**Routed metal, one color a layer**

Bar = 20 µm. Two of the layers only.
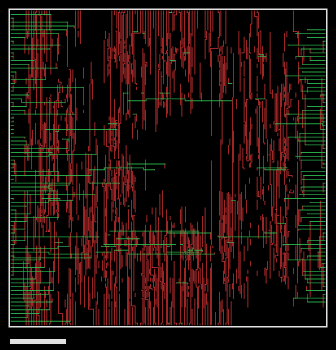
**Where the registers sit**

Bar = 20 µm. Other sequential cells in the stronger gray, the rest of the logic in the fainter gray.
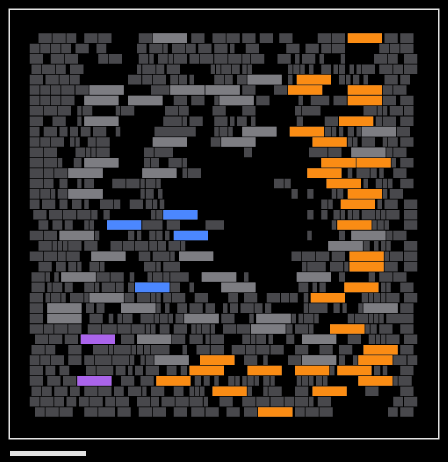
**Cell area per tile**

The die is cut into 11 by 11 equal tiles; black is low, pale yellow is high, 0 to 100% covered.
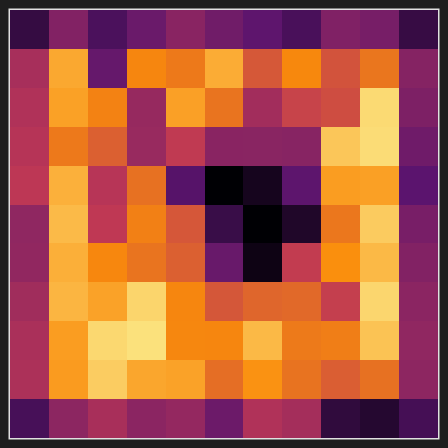
[src/rtl/riscv_unified_mem_arbiter_pkg.sv]
// ---------------------------------------------------------------------------
// riscv_unified_mem_arbiter_pkg
// Shared types for the unified memory arbiter: the transaction FSM states,
// the owner encoding (which pipeline port a memory transaction belongs to),
// the width of the fetch starvation counter, and the arbitration rule.
// ---------------------------------------------------------------------------
package riscv_unified_mem_arbiter_pkg;

    // Transaction sequencing: pick a winner, hold the request, wait for data
    typedef enum logic [1:0] {
        ST_IDLE = 2'd0,
        ST_REQ  = 2'd1,
        ST_WAIT = 2'd2
    } arb_state_t;

    // Which pipeline port owns the transaction currently on the memory side
    typedef enum logic {
        OWN_IF = 1'b0,
        OWN_D  = 1'b1
    } owner_t;

    // Wide enough for the largest permitted starvation limit (15)
    localparam int STARVE_CNT_W = 4;

    // Data port wins by default; fetch wins when it is alone or has been
    // starved for the configured number of consecutive losses.
    function automatic owner_t pick_owner(input logic if_req,
                                          input logic d_req,
                                          input logic if_starved);
        if (if_req && (!d_req || if_starved)) begin
            return OWN_IF;
        end
        return OWN_D;
    endfunction

endpackage

[src/rtl/riscv_unified_mem_arbiter.sv]
// ---------------------------------------------------------------------------
// riscv_unified_mem_arbiter
// Shares one single-ported unified memory between the IF stage (read-only
// fetch) and the MEM stage (loads and stores). Only one transaction is in
// flight at a time. Data requests take priority; a starvation counter forces
// a fetch grant after STARVE_MAX consecutive fetch losses. A branch flush
// while a fetch is in flight marks the fetch stale so that its response is
// swallowed instead of being delivered to the pipeline.
//
// Ports
//   clk, rst_n                    clock (rising edge), async active-low reset
//   if_req/if_addr/if_flush       fetch request, PC, stale-fetch indication
//   if_valid/if_rdata/if_stall    fetch response pulse, instruction, stall
//   d_req/d_we/d_addr/d_wdata/d_wstrb   data request and store fields
//   d_valid/d_rdata/d_stall       load data / store ack pulse, data, stall
//   mem_req/mem_we/mem_addr/mem_wdata/mem_wstrb   latched memory request
//   mem_gnt/mem_rvalid/mem_rdata  memory handshake and response
// ---------------------------------------------------------------------------
module riscv_unified_mem_arbiter
    import riscv_unified_mem_arbiter_pkg::*;
#(
    parameter int ADDR_W     = 32,
    parameter int DATA_W     = 32,
    parameter int STARVE_MAX = 4
) (
    input  logic              clk,
    input  logic              rst_n,

    input  logic              if_req,
    input  logic [ADDR_W-1:0] if_addr,
    input  logic              if_flush,
    output logic              if_valid,
    output logic [DATA_W-1:0] if_rdata,
    output logic              if_stall,

    input  logic              d_req,
    input  logic              d_we,
    input  logic [ADDR_W-1:0] d_addr,
    input  logic [DATA_W-1:0] d_wdata,
    input  logic [3:0]        d_wstrb,
    output logic              d_valid,
    output logic [DATA_W-1:0] d_rdata,
    output logic              d_stall,

    output logic              mem_req,
    output logic              mem_we,
    output logic [ADDR_W-1:0] mem_addr,
    output logic [DATA_W-1:0] mem_wdata,
    output logic [3:0]        mem_wstrb,
    input  logic              mem_gnt,
    input  logic              mem_rvalid,
    input  logic [DATA_W-1:0] mem_rdata
);

    localparam logic [STARVE_CNT_W-1:0] STARVE_LIM = STARVE_CNT_W'(STARVE_MAX);

    arb_state_t              state_q, state_d;
    owner_t                  owner_q, owner_d;
    logic                    kill_q, kill_d;
    logic [STARVE_CNT_W-1:0] starve_q, starve_d;
    logic                    we_q, we_d;
    logic [ADDR_W-1:0]       addr_q, addr_d;
    logic [DATA_W-1:0]       wdata_q, wdata_d;
    logic [3:0]              wstrb_q, wstrb_d;
    logic                    resp_seen;

    // State and latched transaction fields. Reset abandons any transaction in
    // flight; a late memory response then arrives in IDLE and is ignored.
    always_ff @(posedge clk or negedge rst_n) begin
        if (!rst_n) begin
            state_q  <= ST_IDLE;
            owner_q  <= OWN_IF;
            kill_q   <= 1'b0;
            starve_q <= '0;
            we_q     <= 1'b0;
            addr_q   <= '0;
            wdata_q  <= '0;
            wstrb_q  <= '0;
        end else begin
            state_q  <= state_d;
            owner_q  <= owner_d;
            kill_q   <= kill_d;
            starve_q <= starve_d;
            we_q     <= we_d;
            addr_q   <= addr_d;
            wdata_q  <= wdata_d;
            wstrb_q  <= wstrb_d;
        end
    end

    // Next-state logic. Arbitration happens only in IDLE, so the winner's
    // fields are captured once and held steady for the whole REQ/WAIT span.
    // The stale-fetch flag is only meaningful while a fetch is in flight; in
    // IDLE the pipeline simply presents the redirected PC as a new request.
    always_comb begin
        state_d  = state_q;
        owner_d  = owner_q;
        kill_d   = kill_q;
        starve_d = starve_q;
        we_d     = we_q;
        addr_d   = addr_q;
        wdata_d  = wdata_q;
        wstrb_d  = wstrb_q;

        case (state_q)
            ST_IDLE: begin
                kill_d = 1'b0;
                if (if_req || d_req) begin
                    owner_d = pick_owner(if_req, d_req, starve_q == STARVE_LIM);
                    state_d = ST_REQ;
                    if (owner_d == OWN_IF) begin
                        we_d     = 1'b0;
                        addr_d   = if_addr;
                        wdata_d  = '0;
                        wstrb_d  = '0;
                        starve_d = '0;
                    end else begin
                        we_d    = d_we;
                        addr_d  = d_addr;
                        wdata_d = d_we ? d_wdata : '0;
                        wstrb_d = d_we ? d_wstrb : 4'h0;
                        if (if_req && (starve_q != STARVE_LIM)) begin
                            starve_d = starve_q + 1'b1;
                        end
                    end
                end
            end
            ST_REQ: begin
                if (if_flush && (owner_q == OWN_IF)) begin
                    kill_d = 1'b1;
                end
                if (mem_gnt) begin
                    state_d = ST_WAIT;
                end
            end
            ST_WAIT: begin
                if (if_flush && (owner_q == OWN_IF)) begin
                    kill_d = 1'b1;
                end
                if (mem_rvalid) begin
                    state_d = ST_IDLE;
                end
            end
            default: begin
                state_d = ST_IDLE;
            end
        endcase
    end

    // Memory-side request is a pure decode of the registered state, so it
    // rises one cycle after the winning request was seen.
    assign mem_req   = (state_q == ST_REQ);
    assign mem_we    = we_q;
    assign mem_addr  = addr_q;
    assign mem_wdata = wdata_q;
    assign mem_wstrb = wstrb_q;

    // Response pulses come straight from mem_rvalid; a flush in the same
    // cycle as the fetch data still suppresses it.
    assign resp_seen = (state_q == ST_WAIT) && mem_rvalid;
    assign if_valid  = resp_seen && (owner_q == OWN_IF) && !kill_q && !if_flush;
    assign d_valid   = resp_seen && (owner_q == OWN_D);
    assign if_rdata  = mem_rdata;
    assign d_rdata   = mem_rdata;

    assign if_stall  = if_req && !if_valid;
    assign d_stall   = d_req && !d_valid;

endmodule

[config.mk]
export PLATFORM = sky130hd
export DESIGN_NAME = riscv_unified_mem_arbiter
export DESIGN_NICKNAME = d
export VERILOG_FILES = /design/src/rtl/riscv_unified_mem_arbiter_pkg.sv /design/src/rtl/riscv_unified_mem_arbiter.sv
export SDC_FILE = /design/constraint.sdc
export NUM_CORES = 1
export LEC_CHECK = 0
export CORE_MARGIN = 5
export CORE_UTILIZATION = 39
export CTS_CLUSTER_DIAMETER = 100
export CTS_CLUSTER_SIZE = 28
export DETAILED_ROUTE_END_ITERATION = 7
export GPL_TIMING_DRIVEN = 0
export PLACE_DENSITY = 0.86
export SETUP_SLACK_MARGIN = 0.1
export SYNTH_ARGS = -nofsm -noshare
export SYNTH_HDL_FRONTEND = slang
export SYNTH_SLANG_ARGS = --single-unit
[constraint.sdc]
create_clock -name clk -period 4.4 [get_ports clk]
set_clock_uncertainty 0.15 [all_clocks]
set_input_delay 0.88 -clock clk [delete_from_list [all_inputs] [get_ports clk]]
set_output_delay 0.88 -clock clk [all_outputs]
set_load 0.05 [all_outputs]
==> changes_impl.md <==
### Changed

- Number of cell rows: 37
- CTS-repair resized insts: 0
- Synth Register Bits: 77
- Crit-path most repeated cell: clkdlybuf4s50_1
- Worst path slowest cell: clkdlybuf4s50_1
- Non-clock inverter total of the final layout: 9
- Yosys chip area: 4060 µm²
- Hold crit path type: input port to asynchronous set/reset pin
- Clock Pin Slew Worst Setup and Hold Paths: 0.07 ns
- Top area contributor share: 0.474
- Share of cells above drive strength 1: 0.141
- Placement Cell Area: 6690 µm²
- IO Pins: 278
- Seq_cells: 77
- Pre-CTS setup slack: 0.776 ns
- Max-slew violation count: 0
- Top cells by count, synth: 143 x nand2_1, 77 x dfrtp_1, 67 x buf_4
- Max-cap violation count: 0
- Xor+xnor area frac: 0
- M3 GR Usage: 0.0916
- Pin count of the biggest net entering global routing: 43
- Run status: finished, final reports clean
- Yosys aoi share: 0.125
- Met2 usage: 0.413
- Most common cell in the netlist: nand2_1
- Detailed Place HPWL: 12000 µm
- Worst Setup SP: mem_rvalid
- Clk pwr share: 0.112
- DR WL met2: 7750 µm
- Diode count: 0
- Max Freq: 276 MHz
- Crit path DAT: 2.59 ns
- Post-Route M1 WL: 5100 µm
- Synth area leader: dfrtp_1
- Sequential share of power: 0.258
- Tcrit/Tclk final: 0.824
- Port bufs: 244
- Floorplan Nets: 609
- Comb gate area: 1470 µm²
- Post-Syn Instances: 462
- Final net count: 865
- Worst setup EP type: primary output
- Yosys Instances: 462
- TritonCTS clock tree: yes
- And+or+nand+nor area frac: 0.208
- Total gr overflow: 0
- EDFF count, synth: 0
- Mux share: 0.00800
- P_sw: 0.00248 W
- First-pass GRT wire length: 23600 µm
- Pint: 0.00233 W
- Combinational gate count: 280
- Mapped Area: 4060 µm²
- Clk sink count: 77
- Final Worst Setup Slack: 0.776 ns
- ANT nets after route: 0
- First-iteration detailed-routing DRC count: 225
- CTS root buffer: clkbuf_8
- Via density: 5.03
- Worst-path maximum fanout: 3
- Tally of OpenROAD warnings: 31
- Repair and plain buffers: 341
- Non-Filler Instances: 858
- Num tapcells: 136
- H-tree depth: 3
- Drc violations: 0
- Drt first pass iters: 4
- Routed wl met3: 1700 µm
- RSZ-0062 raised after global routing: no
- Maximum VDD drop: 382 µV
- Critical setup path kind: input port to primary output
## Picture notes: 'routed metal, one color a layer'
legend:
  met2:
    color: red
    wire_length: 7750 µm
  met3:
    color: green
    wire_length: 1700 µm
drt total wl: 14900 µm
Routed wire per std cell: 17.3 µm
vias: 4317
Total GRT Usage: 0.231

## Picture notes: 'where the registers sit'
legend:
  mem_wdata:
    color: orange
    sequential_cells: 32
  starve_q:
    color: blue
    sequential_cells: 4
  state_q:
    color: purple
    sequential_cells: 2
Finished Core Util: 0.673
seq pwr: 0.00124 W
Seq. cell area: 1930 µm²
Seq area share: 0.280

## Picture notes: 'cell area per tile'
tiles over 75% full: 24%
mean over tiles: 54%
nearly empty tiles: 1.7%
FP Core Util: 0.397
area of the core: 10200 µm²

Power figures rest on the tool's default switching activity, not on a simulated workload.
